`src/rtl/acc_core_sequencer.sv`:
```
// Multi-cycle control sequencer for the accumulator core: fetch, decode, optional
// memory access, then accumulator or PC update, with a memory-ack watchdog.
module acc_core_sequencer #(
    parameter int unsigned TIMEOUT = 15,
    parameter int unsigned CNT_W   = 4
) (
    input  logic       clk,
    input  logic       rst_n,
    input  logic       run_i,
    input  logic [3:0] op_i,
    input  logic       acc_zero_i,
    input  logic       mem_ack_i,
    output logic       mem_req_o,
    output logic       mem_we_o,
    output logic       addr_sel_o,
    output logic       ir_write_o,
    output logic       pc_inc_o,
    output logic       pc_load_o,
    output logic       acc_write_o,
    output logic [1:0] acc_src_o,
    output logic [2:0] alu_op_o,
    output logic       instr_done_o,
    output logic       fault_o,
    output logic [2:0] state_o
);

    localparam int unsigned STATE_W = 3;

    typedef enum logic [STATE_W-1:0] {
        S_IDLE   = 3'd0,
        S_FETCH  = 3'd1,
        S_DECODE = 3'd2,
        S_MEM    = 3'd3,
        S_EXEC   = 3'd4,
        S_FAULT  = 3'd7
    } state_e;

    localparam logic [3:0] OP_NOP   = 4'b0000;
    localparam logic [3:0] OP_JUMP  = 4'b0001;
    localparam logic [3:0] OP_SAVE  = 4'b0010;
    localparam logic [3:0] OP_LOAD  = 4'b0011;
    localparam logic [3:0] OP_LOADI = 4'b0100;
    localparam logic [3:0] OP_SLL   = 4'b0101;
    localparam logic [3:0] OP_UND   = 4'b1101;
    localparam logic [3:0] OP_BZ    = 4'b1111;

    localparam logic [1:0] SRC_MEM = 2'b00;
    localparam logic [1:0] SRC_IMM = 2'b01;
    localparam logic [1:0] SRC_ALU = 2'b10;
    localparam logic [1:0] SRC_SLL = 2'b11;

    localparam logic [CNT_W-1:0] CNT_MAX  = {CNT_W{1'b1}};
    localparam logic [CNT_W-1:0] CNT_LAST = CNT_W'(TIMEOUT - 1);

    state_e           state_q, state_d;
    logic [CNT_W-1:0] cnt_q, cnt_d;

    logic is_alu_op;
    logic is_mem_op;
    logic is_exec_op;
    logic wd_expire;
    logic waiting;

    // ALU ops are op[3]=1 except BZ and the undefined 1101
    assign is_alu_op  = op_i[3] && (op_i != OP_BZ) && (op_i != OP_UND);
    assign is_mem_op  = is_alu_op || (op_i == OP_LOAD) || (op_i == OP_SAVE);
    assign is_exec_op = (op_i == OP_NOP) || (op_i == OP_JUMP) || (op_i == OP_LOADI)
                     || (op_i == OP_SLL) || (op_i == OP_BZ);
    assign waiting    = ((state_q == S_FETCH) || (state_q == S_MEM)) && !mem_ack_i;
    assign wd_expire  = (TIMEOUT != 0) && (cnt_q == CNT_LAST) && waiting;

    always_ff @(posedge clk or negedge rst_n) begin
        if (!rst_n) begin
            state_q <= S_IDLE;
            cnt_q   <= '0;
        end else begin
            state_q <= state_d;
            cnt_q   <= cnt_d;
        end
    end

    // Next-state and watchdog counter
    always_comb begin
        state_d = state_q;
        cnt_d   = cnt_q;
        unique case (state_q)
            S_IDLE: begin
                if (run_i) state_d = S_FETCH;
            end
            S_FETCH: begin
                if (mem_ack_i)      state_d = S_DECODE;
                else if (wd_expire) state_d = S_FAULT;
            end
            S_DECODE: begin
                if (is_mem_op)       state_d = S_MEM;
                else if (is_exec_op) state_d = S_EXEC;
                else                 state_d = S_FAULT;
            end
            S_MEM: begin
                if (mem_ack_i)      state_d = run_i ? S_FETCH : S_IDLE;
                else if (wd_expire) state_d = S_FAULT;
            end
            S_EXEC: begin
                state_d = run_i ? S_FETCH : S_IDLE;
            end
            S_FAULT: begin
                state_d = S_FAULT;
            end
            default: begin
                state_d = S_FAULT;
            end
        endcase

        if (state_d != state_q)              cnt_d = '0;
        else if (waiting && cnt_q != CNT_MAX) cnt_d = cnt_q + CNT_W'(1);
    end

    // Strobes decoded from current state, opcode and handshake
    always_comb begin
        mem_req_o    = 1'b0;
        mem_we_o     = 1'b0;
        addr_sel_o   = 1'b0;
        ir_write_o   = 1'b0;
        pc_inc_o     = 1'b0;
        pc_load_o    = 1'b0;
        acc_write_o  = 1'b0;
        acc_src_o    = SRC_MEM;
        alu_op_o     = 3'b000;
        instr_done_o = 1'b0;
        fault_o      = 1'b0;
        unique case (state_q)
            S_FETCH: begin
                mem_req_o  = 1'b1;
                ir_write_o = mem_ack_i;
                pc_inc_o   = mem_ack_i;
            end
            S_DECODE: begin
                alu_op_o = op_i[3] ? op_i[2:0] : 3'b000;
            end
            S_EXEC: begin
                alu_op_o     = op_i[3] ? op_i[2:0] : 3'b000;
                instr_done_o = 1'b1;
                if (op_i == OP_JUMP) pc_load_o = 1'b1;
                if (op_i == OP_BZ)   pc_load_o = acc_zero_i;
                if (op_i == OP_LOADI) begin
                    acc_write_o = 1'b1;
                    acc_src_o   = SRC_IMM;
                end
                if (op_i == OP_SLL) begin
                    acc_write_o = 1'b1;
                    acc_src_o   = SRC_SLL;
                end
            end
            S_MEM: begin
                mem_req_o    = 1'b1;
                addr_sel_o   = 1'b1;
                mem_we_o     = (op_i == OP_SAVE);
                alu_op_o     = op_i[3] ? op_i[2:0] : 3'b000;
                instr_done_o = mem_ack_i;
                if (mem_ack_i && op_i == OP_LOAD) begin
                    acc_write_o = 1'b1;
                    acc_src_o   = SRC_MEM;
                end
                if (mem_ack_i && is_alu_op) begin
                    acc_write_o = 1'b1;
                    acc_src_o   = SRC_ALU;
                end
            end
            S_FAULT: begin
                fault_o = 1'b1;
            end
            default: begin
            end
        endcase
    end

    assign state_o = state_q;

endmodule

```
`config.mk`:
```
export PLATFORM = sky130hd
export DESIGN_NAME = acc_core_sequencer
export DESIGN_NICKNAME = d
export VERILOG_FILES = /design/src/rtl/acc_core_sequencer.sv
export SDC_FILE = /design/constraint.sdc
export NUM_CORES = 1
export LEC_CHECK = 0
export CORE_MARGIN = 2
export CORE_UTILIZATION = 46
export DETAILED_ROUTE_END_ITERATION = 16
export PLACE_DENSITY = 0.84
export SKIP_CTS_REPAIR_TIMING = 1
export SYNTH_ARGS = -nofsm -noshare
export SYNTH_HDL_FRONTEND = slang
export SYNTH_SLANG_ARGS = --single-unit
export TNS_END_PERCENT = 5
```
`constraint.sdc`:
```
create_clock -name clk -period 2.4 [get_ports clk]
set_input_delay 0.48 -clock clk [delete_from_list [all_inputs] [get_ports clk]]
set_output_delay 0.48 -clock clk [all_outputs]
set_load 0.01 [all_outputs]
```
Figure 1. Power grid.
Bar = 10 um. Pins as bars on the die edge.
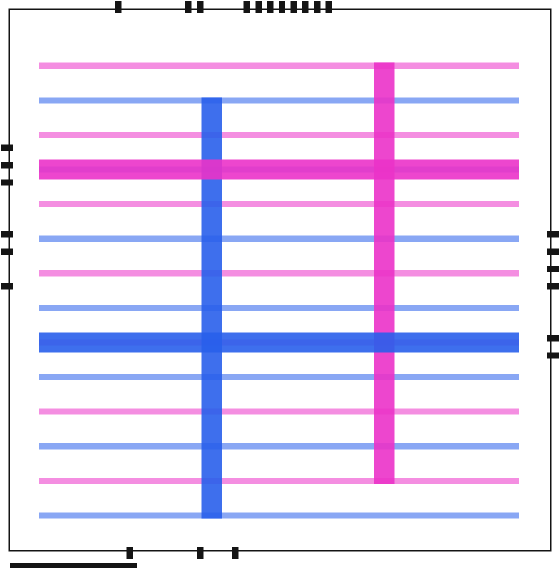
legend:
  blue:
    net: VSS
  magenta:
    net: VDD
met4 straps: 2
rows: 13
met5 straps: 2

==> Slide: Implementation Results <==
Implementation Results

Critical path
  • CP Launch Type: input pin
  • Worst Path Max Fanout: 4
  • Cells along the critical path: clkdlybuf4s50_1 > nor2_1 > and3_4 > a22o_1 > clkdlybuf4s50_1
  • CP max stage cell: clkdlybuf4s50_1
  • Crit-path most repeated cell: clkdlybuf4s50_1
  • Largest stage delay on the critical path: 0.53 ns
  • Crit path buf inv count: 2
  • Required @ worst endpoint: 1.92 ns
  • Crit path max-delay family: buffers and inverters
  • Worst path arrival time: 1.96 ns
  • Setup CP Type: input pin to output pin
  • Setup crit end kind: output pin

Run
  • Tool warning count: 28
  • Total of max-cap violations: 0

Synthesis
  • Yosys simple share: 35.29%
  • Largest cells by area: dfrtp_1 26%, nor3_1 8.1%, and3_1 7.4%, nand3_1 4.4%, ha_1 3.7%
  • Sequential share of the synthesized area: 25.74%
  • Area leader share: 25.74%
  • Post-Syn Nets: 96
  • Yosys xor share: 3.860%
  • Synth Instances: 85
  • Cell count in the Yosys report: 85
  • Mapped Area: 680.7 um^2
  • Leading area contributor after synthesis: dfrtp_1
  • Adder Area Share: 3.676%
  • Aoi share: 22.43%
  • MUX area fraction: 1.471%
  • Cell Type Count: 32
  • Yosys warns: 0
  • Number of synthesized register bits: 7
  • Yosys chip area: 680.7 um^2
  • Mean Syn Cell Area: 8.008 um^2
  • Dominant comb cell: simple AND/OR/NAND/NOR gates

CTS
  • Longest Clk Path Bufs: 2
  • Cts bufs inserted: 3
  • CTS Sinks: 7
  • Worst-Skew Late Latency: 0.27 ns
  • Clock root cell: clkbuf_4
  • CTS clock-pin slew for the worst setup and hold paths: 0.06 ns
  • CTS tree: done
  • # H-tree levels: 1

Final layout
  • Fillers: 97
  • Area Overhead vs Synth: 57.17%
  • Clock buf/inv share: 2.456%
  • Bufs w/o clock: 39
  • Sequential share of cell area: 16.61%
  • Multi-input gates: 68
  • Buffering overhead: 34.15%
  • ANT cells: 0
  • Comb gate area: 462.9 um^2
  • Register area: 177.7 um^2
  • Layout clock buffers: 4
  • Largest class: multi-input combinational cells
  • Invs w/o clock: 5
  • Nets: 135
  • Flop count: 7
  • Share of cells above drive strength 1: 21.95%
  • Comb area share: 43.27%

Routing
  • Detailed Route WL: 2067 um
  • Routed WL per cell: 14.98 um
  • Vias: 810
  • DR DRC count: 0
  • DR pass1 iterations: 4
  • Via density: 5.870
  • DRT antenna net count: 0
  • Initial DRC Count: 25

Outcome
  • Outcome: complete, but fails checks
  • Failing checks: setup timing

Floorplan
  • # IOs: 26
  • Die Size: 0.001803 mm^2
  • N_taps: 15
  • Row count: 13
  • Die y size: 42.47 um
  • Fp_density: 51.03%
  • Die width: 42.47 um

Global route
  • Initial antenna violation count: 0
  • Vias in the first global route: 772
  • Global-route wire length before repair: 3332 um
  • GRT Util Overall: 25.31%
  • Grt total ovfl: 0
  • Largest net degree at the start of global routing: 12

Hold path
  • Worst min path class: input pin to asynchronous set/reset pin

Final timing
  • Min cycle time layout: 2.439 ns
  • Headroom to the max-slew limit: 71.80%
  • PnR worst setup slack: -0.03903 ns
  • Hold Vio Cnt, Final: 0
  • Crit share post-route: 101.6%
  • Post-Route Skew: 0.01451 ns
  • Worst slew pin tran: 0.4198 ns
  • Maximum clock rate: 0.4100 GHz
  • Unrepaired setup endpoints after global routing: true
  • Pins Over Slew Limit: 0
  • Setup TNS: -0.05403 ns
  • Endpoints failing setup: 2

Power and ir drop
  • Maximum vdd drop: 0.0007935 V
  • Leak Pwr: 0.5389 nW
  • PwrDens: 857.2 mW/mm^2

Place
  • GP Congestion: 0.8684
  • Detailed Place HPWL: 1632 um
  • PortBufs: 25
  • Placed cell area: 0.001022 mm^2
Figure 2. Placement by cell class.
Bar = 10 um.
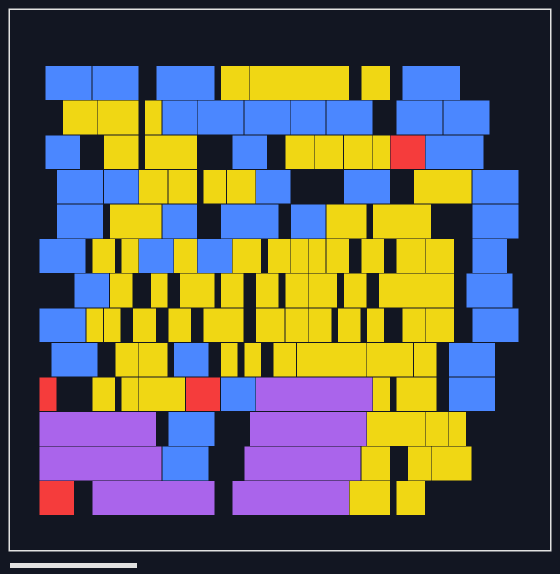
legend:
  blue:
    class: remaining buffers and delay cells
    cells: 39
    share_of_their_area: 35%
  purple:
    class: registers
    cells: 7
    share_of_their_area: 17%
  red:
    class: clock drivers and dummy loads
    cells: 4
    share_of_their_area: 2.5%
  yellow:
    class: remaining logic cells
    cells: 73
    share_of_their_area: 46%
core area: 0.001334 mm^2
post-route cell area: 0.001070 mm^2

## synthesized netlist by cell type, drive strengths merged
master / instances
nor3: 11
and3: 8
dfrtp: 7
nand3: 6
buf: 5
inv: 5
nor2: 5
o21ai: 5
nand2: 4
nor2b: 4
a21o: 3
a32oi: 2
ha: 2
nand4: 2
xor2: 2
a21boi: 1
a21oi: 1
a22o: 1
a31oi: 1
and2: 1
mux2i: 1
nor3b: 1
o2111ai: 1
o211ai: 1
o22ai: 1
o32a: 1
or2: 1
or3b: 1
xnor2: 1
## cell usage in the layout (no fill, tap or decap), drive strengths merged
cell,synthesis,final
a21boi,1,1
a21o,3,3
a21oi,1,1
a22o,1,1
a31oi,1,1
a32oi,2,2
and2,1,1
and3,8,8
buf,5,14
clkbuf,0,4
clkdlybuf4s50,0,21
dfrtp,7,7
dlymetal6s2s,0,4
ha,2,2
inv,5,5
mux2i,1,1
nand2,4,4
nand3,6,6
nand4,2,2
nor2,5,5
nor2b,4,4
nor3,11,11
nor3b,1,1
o2111ai,1,1
o211ai,1,1
o21ai,5,5
o22ai,1,1
o32a,1,1
or2,1,1
or3b,1,1
xnor2,1,1
xor2,2,2
## logic make-up (layout without fill, tap and decap cells)
| logic type | count (synthesis) | in the layout |
|---|---|---|
| XOR/XNOR | 3 | 3 |
| adder cells (fa/ha/maj) | 2 | 2 |
| multiplexers | 1 | 1 |
| buffers and inverters | 10 | 48 |
| flip-flops | 7 | 7 |
| AND/OR/NAND/NOR | 44 | 44 |
| AND-OR/OR-AND | 18 | 18 |
## routing by layer
metal | global-route usage [%] | wire length [um]
met5 | 0 | 0
met3 | 7.328 | 157
met2 | 43.38 | 1040
met1 | 27.97 | 813
met4 | 13.13 | 55
## worst paths after layout
path / from / endpoint / slack, ns / cells past startpoint
max: op_i[3] / acc_src_o[1] / -0.04 / 5
min: rst_n / cnt_q[0]$_DFFE_PN0P_ / 0.45 / 1
max reg2reg: state_o[2]$_DFF_PN0_ / cnt_q[3]$_DFFE_PN0P_ / 0.87 / 6
min reg2reg: state_o[2]$_DFF_PN0_ / state_o[0]$_DFF_PN0_ / 0.66 / 1
max in group asynchronous: rst_n / state_o[0]$_DFF_PN0_ / 1.69 / 1
min in group clk: state_o[2]$_DFF_PN0_ / state_o[0]$_DFF_PN0_ / 0.66 / 1
## report_power, final
group | internal (mW) | total [mW] | switching [mW]
clock | 0.0640 | 0.115 | 0.0509
combinational | 0.301 | 0.590 | 0.289
sequential | 0.151 | 0.212 | 0.0615
## registers in the layout, summed over array words and instances (netlist names)
signal / flops
state_o: 3
cnt_q: 4
## per-stage QoR
stage | hold WS [ns] | worst slack, ns | std cells | power [mW] | util (%)
final | 0.4483 | -0.03903 | 138 | 0.9170 | 80.21
after global routing | 0.4700 | -0.09910 | 138 | 0.9762 | 80.21
after CTS | 0.4496 | -0.1791 | 138 | 0.9144 | 78.61
after detailed placement | 0.6484 | -0.1767 | 134 | 0.7954 | 76.64
after global placement | 0.6047 | -0.1392 | 134 | 0.7744 | 76.64
after floorplan | 0.1844 | 0.6677 | 85 | 0.5316 | -
Power figures rest on the tool's default switching activity, not on a simulated workload.
